Fig. 1: run 1, placement by cell class
The bar under the picture is 20 um long. Fill, decap, tap and diode cells in gray.
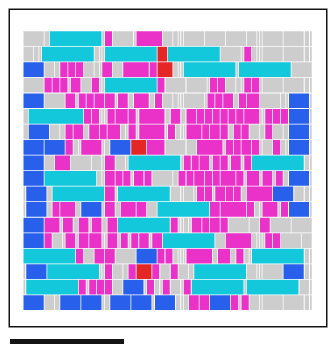
Fig. 2: run 1, cell sizes after repair
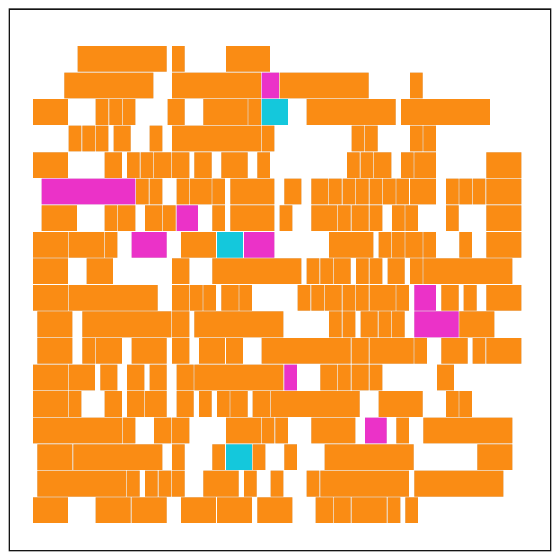
Fig. 3: run 1, met2 routing
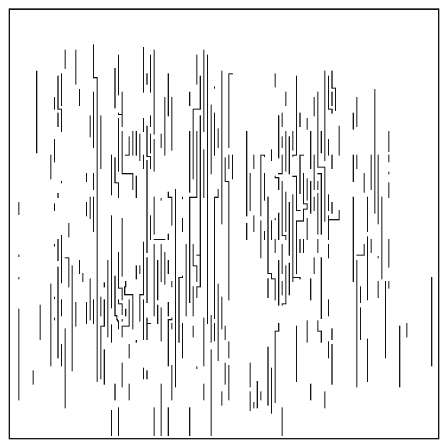
[config.mk]
export PLATFORM = sky130hd
export DESIGN_NAME = jk_bank_sequencer
export DESIGN_NICKNAME = d
export VERILOG_FILES = /design/src/rtl/jk_bank_sequencer.sv
export SDC_FILE = /design/constraint.sdc
export NUM_CORES = 1
export LEC_CHECK = 0
export ABC_AREA = 1
export CORE_MARGIN = 2
export CORE_UTILIZATION = 53
export DETAILED_ROUTE_END_ITERATION = 6
export PLACE_DENSITY = 0.92
export SLEW_MARGIN = 20
export SYNTH_ARGS = -nofsm -noshare
export SYNTH_HDL_FRONTEND = slang
export SYNTH_SLANG_ARGS = --single-unit
[constraint.sdc]
create_clock -name clk -period 3.6 [get_ports clk]
set_input_delay 0.72 -clock clk [delete_from_list [all_inputs] [get_ports clk]]
set_output_delay 0.72 -clock clk [all_outputs]
set_load 0.005 [all_outputs]
[src/rtl/jk_bank_sequencer.sv]
// Command-driven sequencer for a WIDTH-bit JK flip-flop bank: masked SET/CLR/TOGGLE or N-step counting.
// Optional macro JK_SEQ_DOWN_EN: COUNT with latched mask[0]=1 counts down instead of up.
module jk_bank_sequencer #(
  parameter int unsigned WIDTH = 4,
  parameter int unsigned CNT_W = 8
) (
  input  logic             clk,
  input  logic             reset,
  input  logic             cmd_valid,
  output logic             cmd_ready,
  input  logic [1:0]       cmd_op,
  input  logic [WIDTH-1:0] cmd_mask,
  input  logic [CNT_W-1:0] cmd_len,
  output logic [WIDTH-1:0] j_out,
  output logic [WIDTH-1:0] k_out,
  output logic [WIDTH-1:0] q,
  output logic             busy,
  output logic             done
);

  typedef enum logic [1:0] {S_IDLE, S_APPLY, S_COUNT, S_DONE} state_t;
  typedef enum logic [1:0] {OP_SET, OP_CLR, OP_TOG, OP_CNT} op_t;

  state_t           state;
  op_t              op_r;
  logic [WIDTH-1:0] mask_r;
  logic [CNT_W-1:0] step;
  logic             down;
  logic [WIDTH-1:0] cnt_t;

`ifdef JK_SEQ_DOWN_EN
  assign down = mask_r[0];
`else
  assign down = 1'b0;
`endif

  // Ripple enable: bit i toggles when all lower bits are 1 (up) or all 0 (down).
  always_comb begin
    logic acc;
    acc   = 1'b1;
    cnt_t = '0;
    for (int unsigned i = 0; i < WIDTH; i++) begin
      cnt_t[i] = acc;
      acc      = acc & (down ? ~q[i] : q[i]);
    end
  end

  always_comb begin
    j_out = '0;
    k_out = '0;
    case (state)
      S_APPLY: begin
        case (op_r)
          OP_SET: j_out = mask_r;
          OP_CLR: k_out = mask_r;
          OP_TOG: begin
            j_out = mask_r;
            k_out = mask_r;
          end
          default: ;
        endcase
      end
      S_COUNT: begin
        j_out = cnt_t;
        k_out = cnt_t;
      end
      default: ;
    endcase
  end

  always_ff @(posedge clk or posedge reset) begin
    if (reset) begin
      state     <= S_IDLE;
      op_r      <= OP_SET;
      mask_r    <= '0;
      step      <= '0;
      q         <= '0;
      cmd_ready <= 1'b1;
      busy      <= 1'b0;
      done      <= 1'b0;
    end else begin
      q <= (j_out & ~q) | (~k_out & q);
      case (state)
        S_IDLE: begin
          if (cmd_valid && cmd_ready) begin
            op_r      <= op_t'(cmd_op);
            mask_r    <= cmd_mask;
            step      <= cmd_len;
            cmd_ready <= 1'b0;
            if (op_t'(cmd_op) != OP_CNT) begin
              state <= S_APPLY;
              busy  <= 1'b1;
            end else if (cmd_len != '0) begin
              state <= S_COUNT;
              busy  <= 1'b1;
            end else begin
              state <= S_DONE;
              done  <= 1'b1;
            end
          end
        end
        S_APPLY: begin
          state <= S_DONE;
          busy  <= 1'b0;
          done  <= 1'b1;
        end
        S_COUNT: begin
          step <= step - CNT_W'(1);
          if (step == CNT_W'(1)) begin
            state <= S_DONE;
            busy  <= 1'b0;
            done  <= 1'b1;
          end
        end
        S_DONE: begin
          state     <= S_IDLE;
          done      <= 1'b0;
          cmd_ready <= 1'b1;
        end
        default: state <= S_IDLE;
      endcase
    end
  end

endmodule

==> out/metrics.yaml, run 1 <==
run_status:
  status: "completed"
setup_path:
  critPathKind: "reg2out"
  crit_path_end: "k_out[0]"
  r2r_slack_ns: 1.31
  startpoint: "state[0]"
  cp_max_fo: 16
  r2r-end: "step[4]"
  timing.rr.start: "state[0]"
  path_cells: "inv_1 > ha_1 > inv_2 > a21oi_1 > clkdlybuf4s50_1"
  cpPeakStageDelay_ns: 0.56
  crit_path_top_delay_cell: "clkdlybuf4s50_1"
  crit_arrival_ns: 2.41
  setup.worst_path.end_class: "output pin"
sta:
  setup_viol: 0
  slew_viol_final: 0
  fin_setup_tns_ns: 0
  clock_skew_ns: 0.00171
  rsz0062_at_grt: "false"
  max_freq_mhz: 319
  max-slew-margin-rel_pct: 42.4
  hold_viol: 0
  period_needed_ns: 3.13
clock_network:
  clock-root-buffer: "clkbuf_4"
  ctsHoldBuffers: 0
  clock-sinks: 23
  post_cts.repair.setup_buffers: 0
  htree_levels: 1
  post_cts_resize_count: 0
  clock_path_buffers: 2
  cts_tree: "built"
  clk_pin_slew_ns: 0.13
  clock_latency_ns: 0.32
synthesis:
  ys_chip_area_um2: 1400
  netlist_area_um2: 1400
  top_cells_by_area: "dfrtp_1 (39%), nand2_1 (16%), ha_1 (7.2%)"
  synth_seq_share_pct: 41.3
  synth_area_per_cell_um2: 7.43
  synth.most_common_cell: "nand2_1"
  synth.distinct_cells: 28
  ys_warn_count: 0
  yosys_cells: 188
  synth-main-ff-cell: "dfrtp_1"
  synth-async-reset-ratio_pct: 100
  synth.top_cell.area_share_pct: 39.4
  ys_top_cells_by_count: "nand2_1 (58), dfrtp_1 (22), inv_1 (19)"
  largest_area_cell: "dfrtp_1"
  floorplan.nets: 213
  synth_cells: 188
run:
  warning_count: 31
  drv_cap: 0
pwr:
  p_sw_share_pct: 44.7
  p_leak_nw: 0.806
  p_sw_mw: 0.658
  peakVddDrop_uv: 574
  power_mw: 1.47
  power_frac_comb_pct: 58.1
  p_int_mw: 0.814
  p_per_area_nw_per_um2: 843
  p_clk_share_pct: 8.4
grt:
  grt_max_degree: 24
  grt_first_pass_wirelength_mm: 5.38
  antenna_found_initial: 0
  grt_pass1_vias: 1256
cells_and_area:
  nNetsFinal: 245
  drive_gt1_share_pct: 5.48
  fillers: 209
  largest_register: "step"
  largest_reg_flops: 8
  layout_top_registers: "step x8, mask_r x4, q x4"
  area_growth_pct: 25.1
  final_common_cell: "nand2_1"
  antennaDiodeCount: 0
drt:
  drc: 0
  antenna_left: 0
  drt_iter0_markers: 42
  first_pass_iters: 5
floorplanning:
  core_um2: 2480
  dieHeight_um: 55.3
  initCoreUtil_pct: 56.4
  die-area_um2: 3060
  die_w_um: 55.3
  rows: 18
place:
  hpwl_mm: 2.26
  port_buffers: 31
  gp_congestion: 0.817
worst_hold_path:
  hp-class: "reg2reg"
  holdPathEnd: "step[5]"
About Fig. 1:
| color | class | cells |
|---|---|---|
| red | clock drivers and dummy loads | 4 |
| blue | remaining buffers and delay cells | 31 |
| cyan | registers | 23 |
| magenta | remaining logic cells | 161 |
Core Util, Final: 70.5%
design area: 1750 um2

About Fig. 2:
| color | size | cells |
|---|---|---|
| orange | x1 and smaller | 207 |
| cyan | x3 and x4 | 3 |
| magenta | x2 | 9 |

About Fig. 3:
nets with wire on the layer: 195
wire length on this layer: 1400 um
share of all routed wire: 45%
longest straight run: 39.3 um
main direction: vertical
WL final: 3.10 mm
met2 GRT Util: 35.5%
vias: 1327

## run 1: final cells by class
class | count | area (um2) | area share [%]
Tap cell | 30 | 37.5 | 2.15
Multi-Input combinational cell | 140 | 716 | 41.0
Clock buffer | 3 | 22.5 | 1.29
Sequential cell | 23 | 577 | 33.0
Clock inverter | 1 | 5.00 | 0.287
Timing Repair Buffer | 31 | 310 | 17.8
Inverter | 21 | 78.8 | 4.51
## run 1: stage by stage
| step | utilization (%) | cell area [um2] | cells | hold slack (ns) | setup WS, ns |
|---|---|---|---|---|---|
| after floorplan | - | 1400 | 188 | 0.443 | 1.73 |
| after global placement | 69.4 | 1720 | 245 | 0.462 | 0.921 |
| after detailed placement | 69.4 | 1720 | 245 | 0.469 | 0.862 |
| after CTS | 70.5 | 1750 | 249 | 0.500 | 0.491 |
| after global routing | 70.5 | 1750 | 249 | 0.523 | 0.325 |
| final | 70.5 | 1750 | 249 | 0.496 | 0.470 |
## run 1: kinds of logic (layout without fill, tap and decap cells)
kind of cell	after synthesis	after routing	synth area share [%]
AND/OR/NAND/NOR	94	94	28.0
AND-OR/OR-AND	38	38	16.0
buffers and inverters	25	56	7.44
flip-flops	23	23	41.3
adder cells (fa/ha/maj)	8	8	7.17
## run 1: power groups by stage
stage	logic [mW]	registers, mW	clock network (mW)
global placement	0.828	0.489	0
finish	0.855	0.494	0.123
global route	0.978	0.514	0.136
detailed placement	0.849	0.495	0
floorplan	0.580	0.480	0
CTS	0.856	0.492	0.128
## run 1: layer usage
layer  track usage, %  wire [um]
met1             29.3       1450
met2             35.5       1400
met3             3.04        207
met4             8.01         48
met5                0          0
## run 1: worst max-delay path: cells and delay by family (launching register included)
kind                     cells  cell delay [ns]
buffers and inverters        3             0.90
adder cells (fa/ha/maj)      1             0.52
flip-flops                   1             0.44
AND-OR/OR-AND                1             0.24
Fig. 4: run 1, logic cells by family
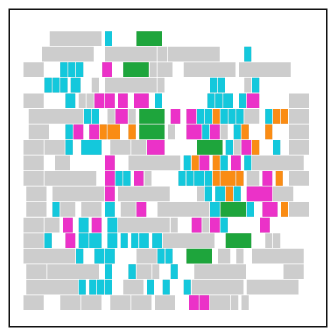

==> inputs of run 2 (changes only) <==
CORE_UTILIZATION = 49   (was 53)
PLACE_DENSITY = 0.86   (was 0.92)
clock period = 3.2 ns   (was 3.6 ns; I/O delays follow)
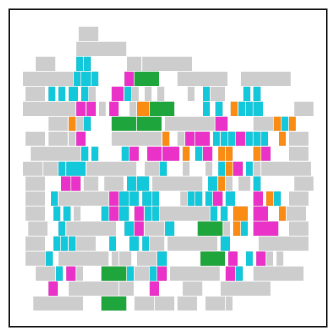
Fig. 5. Logic cells by family (run 2).
| color | family | cells |
|---|---|---|
| cyan | nand cells | 75 |
| green | fa/ha/maj cells | 8 |
| orange | nor cells | 17 |
| magenta | aoi and oai cells | 33 |
Non-Filler Instances: 250
top logic cell by instance count in the layout: nand2_1
Comb/total area: 41.0%

==> run 2 against run 1 <==
Compared with the run above: total power up 12%; hold slack worse by 0.0023 ns; highest routed layer unchanged; largest cell class unchanged; clock skew rose by 0.0071 ns.
==> out/metrics.yaml, run 2 <==
synthesis:
  ys_warn_count: 0  # unchanged
  synth_seq_share_pct: 41.3  # unchanged
  synth.distinct_cells: 28  # unchanged
  floorplan.nets: 213  # unchanged
  ys_chip_area_um2: 1400  # unchanged
  synth_area_per_cell_um2: 7.43  # unchanged
  synth.top_cell.area_share_pct: 39.4  # unchanged
  top_cells_by_area: "dfrtp_1 (39%), nand2_1 (16%), ha_1 (7.2%)"
  synth-main-ff-cell: "dfrtp_1"
  synth.most_common_cell: "nand2_1"
  ys_top_cells_by_count: "nand2_1 (58), dfrtp_1 (22), inv_1 (19)"
  yosys_cells: 188  # unchanged
sta:
  setup_viol: 0  # unchanged
  fin_ws_ns: 0.205  # -0.265 ns
  max-slew-margin-rel_pct: 42.6  # +0.24 points
  clock_skew_ns: 0.00885  # +0.00714 ns
  fin_setup_tns_ns: 0  # unchanged
  period_needed_ns: 2.99
  hold_viol: 0  # unchanged
  whs_ns: 0.494  # -0.00229 ns
setup_path:
  setup.worst_path.end_class: "output pin"
  critPathKind: "reg2out"
  path_cells: "inv_1 > ha_1 > inv_2 > a21oi_1 > clkdlybuf4s50_1"
  cpPeakStageDelay_ns: 0.54  # -0.02 ns
  cp_max_fo: 16  # unchanged
clock_network:
  ctsHoldBuffers: 0  # unchanged
  post_cts.repair.setup_buffers: 0  # unchanged
  clock_latency_ns: 0.32  # about the same
  htree_levels: 1  # unchanged
  clock-root-buffer: "clkbuf_4"
  clock-sinks: 23  # unchanged
  clock_path_buffers: 2  # unchanged
  clk_pin_slew_ns: 0.13  # about the same
grt:
  grt_first_pass_wirelength_mm: 5.13  # -4.8%
  antenna_found_initial: 0  # unchanged
  grt_pass1_vias: 1214  # -3.3%
cells_and_area:
  antennaDiodeCount: 0  # unchanged
  mi_logic_area_um2: 716  # unchanged
  drive_gt1_share_pct: 5.02  # -0.46 points
  layout_top_registers: "step x8, mask_r x4, q x4"
  largest_reg_flops: 8  # unchanged
  nNetsFinal: 245  # unchanged
  fillers: 249  # +19%
  area_growth_pct: 25.1  # unchanged
place:
  port_buffers: 31  # unchanged
  gp_congestion: 0.840  # +2.8%
  post-place-ws_ns: 0.570  # -0.293 ns
pwr:
  p_per_area_nw_per_um2: 941  # +12%
  p_leak_nw: 0.804  # -0.34%
  power_mw: 1.64  # +12%
floorplanning:
  rows: 19  # +1
  core_um2: 2730  # +10%
  dieHeight_um: 57.4  # +3.7%
  initCoreUtil_pct: 51.1  # -5.3 points
  die-area_um2: 3290  # +7.5%
  die_w_um: 57.4  # +3.7%
worst_hold_path:
  hp-class: "reg2reg"
drt:
  drt_iter0_markers: 34  # -19%
  postRouteWirelength_mm: 3.00  # -3.4%
  vias: 1328  # +0.075%
  antenna_left: 0  # unchanged
  drc: 0  # unchanged
run_status:
  status: "completed"
run:
  warning_count: 31  # unchanged
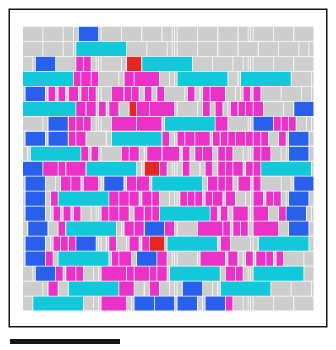
Fig. 6. Placement by cell class (run 2).
The bar under the picture is 20 um long. Fill, decap, tap and diode cells in gray.
| color | class | cells |
|---|---|---|
| blue | remaining buffers and delay cells | 31 |
| cyan | registers | 23 |
| red | clock drivers and dummy loads | 4 |
| magenta | remaining logic cells | 161 |

## run 2: area by class of cell
cell class	instances	area share [%]
timing repair buffer	31	17.8
sequential	23	33.0
multi-input combinational	140	41.0
clock buffer	4	1.50
inverter	21	4.51
tap	31	2.22
## run 2: logic make-up (layout without fill, tap and decap cells)
family	count (synthesis)	after routing	synth area share, %
DFF	23	23	41.3
and+or+nand+nor	94	94	28.0
AOI/OAI and AO/OA	38	38	16.0
buffers and inverters	25	56	7.44
adders and majority gates	8	8	7.17
## run 2: worst paths after layout
kind,from,to,slack (ns),depth (start not counted)
worst max-delay path,state[0],j_out[0],0.21,5
worst min-delay path,busy,busy,0.49,2
worst max register to register,state[0],step[3],0.98,7
worst min register to register,busy,busy,0.49,2
max in group asynchronous,reset,op_r[0],1.89,2
min in group asynchronous,reset,step[3],0.78,2
## run 2: worst reg2reg max path, cell delays in order (launching register included)
cell	delay (ns)
dfrtp_1	0.44
inv_1	0.09
ha_1	0.49
inv_2	0.23
o21ai_2	0.54
o21ai_0	0.18
nand2_1	0.09
o21ai_1	0.05
## run 2: stage by stage
stage	utilization, %	cell area, um2	std cells
finish	63.9	1750	250
global route	63.9	1750	250
CTS	63.9	1750	250
detailed placement	62.9	1720	246
global placement	62.9	1720	246
floorplan	-	1400	188
## run 2: where the power goes
group / switching (mW) / internal, mW / total (mW)
Sequential: 0.110 / 0.443 / 0.553
Combinational: 0.524 / 0.427 / 0.951
Clock: 0.0912 / 0.0488 / 0.140
Total: 0.725 / 0.919 / 1.64
## run 2: metal layers
metal / global-route usage (%) / vias to the layer above / part of all wire [%]
li1: - / 675 / -
met1: 26.0 / 615 / 46
met2: 32.8 / 33 / 46
met3: 3.63 / 5 / 6.6
met4: 6.31 / 0 / 1.5
met5: 0 / - / 0
Fig. 7: run 2, met2 routing
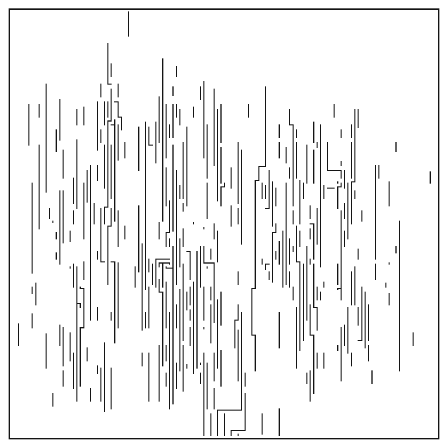

==> inputs of run 3 (changes only) <==
REMOVE_ABC_BUFFERS = 1   (was not set)
SLEW_MARGIN = not set   (was 20)
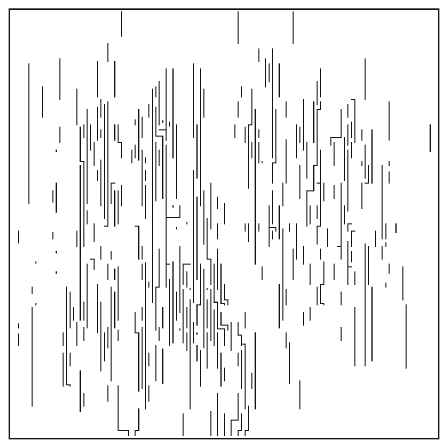
Fig. 8. Met2 routing (run 3).
share of all routed wire: 45%
longest straight run: 28.6 um
nets with wire on the layer: 193
main direction: vertical

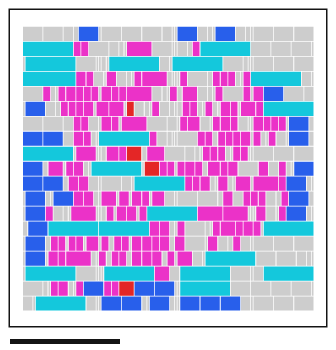
Fig. 9. Placement by cell class (run 3).
The bar under the picture is 20 um long. Fill, decap, tap and diode cells in gray.
| color | class | cells |
|---|---|---|
| magenta | remaining logic cells | 161 |
| red | clock drivers and dummy loads | 4 |
| cyan | registers | 23 |
| blue | remaining buffers and delay cells | 31 |

==> run 3 against run 2 <==
Compared with the run above: non-clock buffer count stayed put; area after synthesis unchanged; hold slack lost 0.011 ns; setup slack lost 0.018 ns; register-to-register slack about the same; clock-buffer cell count unchanged; sequential cell count stayed put; critical path depth did not move; largest power group unchanged; synthesized cell count unchanged; design area is the same; largest cell class unchanged; routed wire length decreased by 2.9%.
==> out/metrics.yaml, run 3 <==
cells_and_area:
  antennaDiodeCount: 0  # unchanged
  fillers: 243  # -2.4%
  mi_logic_area_um2: 716  # unchanged
  final_common_cell: "nand2_1"
  drive_gt1_share_pct: 5.02  # unchanged
  area_growth_pct: 25.1  # unchanged
  nNetsFinal: 245  # unchanged
setup_path:
  critPathKind: "reg2out"
  r2r_slack_ns: 0.98  # about the same
  path_cells: "inv_1 > ha_1 > inv_2 > a21oi_1 > clkdlybuf4s50_1"
  r2r-end: "step[3]"
  reg2reg_depth: 7  # unchanged
  setup.worst_path.end_class: "output pin"
  cpPeakStageDelay_ns: 0.54  # about the same
  cp_max_fo: 16  # unchanged
synthesis:
  synth.top_cell.area_share_pct: 39.4  # unchanged
  synth.most_common_cell: "nand2_1"
  synth.distinct_cells: 28  # unchanged
  synth-main-ff-cell: "dfrtp_1"
  ys_chip_area_um2: 1400  # unchanged
  synth_seq_share_pct: 41.3  # unchanged
  ys_warn_count: 0  # unchanged
  synth_area_per_cell_um2: 7.43  # unchanged
  top_cells_by_area: "dfrtp_1 (39%), nand2_1 (16%), ha_1 (7.2%)"
  ys_top_cells_by_count: "nand2_1 (58), dfrtp_1 (22), inv_1 (19)"
drt:
  postRouteWirelength_mm: 2.91  # -2.9%
  antenna_left: 0  # unchanged
  drc: 0  # unchanged
  vias: 1303  # -1.9%
  drt_iter0_markers: 37  # +8.8%
place:
  gp_congestion: 0.807  # -3.9%
  port_buffers: 31  # unchanged
  dp_cells: 246  # unchanged
clock_network:
  ctsHoldBuffers: 0  # unchanged
  clock-root-buffer: "clkbuf_4"
  clock_path_buffers: 2  # unchanged
  clock-sinks: 23  # unchanged
  htree_levels: 1  # unchanged
  clk_pin_slew_ns: 0.12  # about the same
sta:
  fin_setup_tns_ns: 0  # unchanged
  period_needed_ns: 3.01  # +0.0181 ns
  setup_viol: 0  # unchanged
  max-slew-margin-rel_pct: 41.1  # -1.5 points
  hold_viol: 0  # unchanged
  clock_skew_ns: 0.00198  # -0.00687 ns
grt:
  antenna_found_initial: 0  # unchanged
  grt_pass1_vias: 1262  # +4.0%
floorplanning:
  core_um2: 2730  # unchanged
  die-area_um2: 3290  # unchanged
  rows: 19  # unchanged
  initCoreUtil_pct: 51.1  # unchanged
  dieHeight_um: 57.4  # unchanged
run:
  warning_count: 30  # -3.2%
pwr:
  power_mw: 1.63  # -0.55%
  p_leak_nw: 0.804  # unchanged
  p_per_area_nw_per_um2: 936  # -0.55%
run_status:
  status: "completed"
worst_hold_path:
  holdPathEnd: "done"
-- run 3: tightest hold or removal path, stage by stage (launching register included) --
cell and delay (ns):
dfrtp_1 0.36, nand2_1 0.05, nand2_1 0.05
-- run 3: report_power, final --
| group | internal [mW] | switching [mW] | total [mW] |
|---|---|---|---|
| Clock | 0.0487 | 0.0852 | 0.134 |
| Combinational | 0.425 | 0.521 | 0.947 |
| Sequential | 0.443 | 0.111 | 0.554 |
-- run 3: final cells by class --
cell class,count,area share (%)
clock buffers,4,1.50
inverters,21,4.51
multi-input cells,140,41.0
flip-flops and latches,23,33.0
well taps,31,2.22
repair buffers,31,17.8
-- run 3: per-layer routing --
metal,share of wire (%),vias up,track usage (%)
li1,-,670,-
met1,48,588,27.0
met2,45,40,33.4
met3,5.6,5,2.72
met4,1.2,0,5.32
met5,0,-,0
-- run 3: kinds of logic after synthesis --
kind of cell / share of synthesized area, %
simple gates: 28.0
fa+ha+maj: 7.17
flops: 41.3
buf+inv: 7.44
compound gates: 16.0
-- run 3: through the flow --
step                hold slack, ns  instance area, um2  util (%)
finish                       0.483                1750      63.9
floorplan                    0.443                1370         -
global route                 0.515                1750      63.9
global placement             0.460                1720      62.9
CTS                          0.489                1750      63.9
detailed placement           0.461                1720      62.9
-- run 3: worst max-delay path by stage --
stage / end / slack [ns] / cells after the start
floorplan: j_out[0] / 1.30 / 4
global placement: k_out[0] / 0.63 / 5
detailed placement: k_out[0] / 0.56 / 5
CTS: k_out[0] / 0.18 / 5
global route: k_out[0] / 0.04 / 5
finish: k_out[0] / 0.19 / 5
Power is estimated from default activity; no workload was simulated.
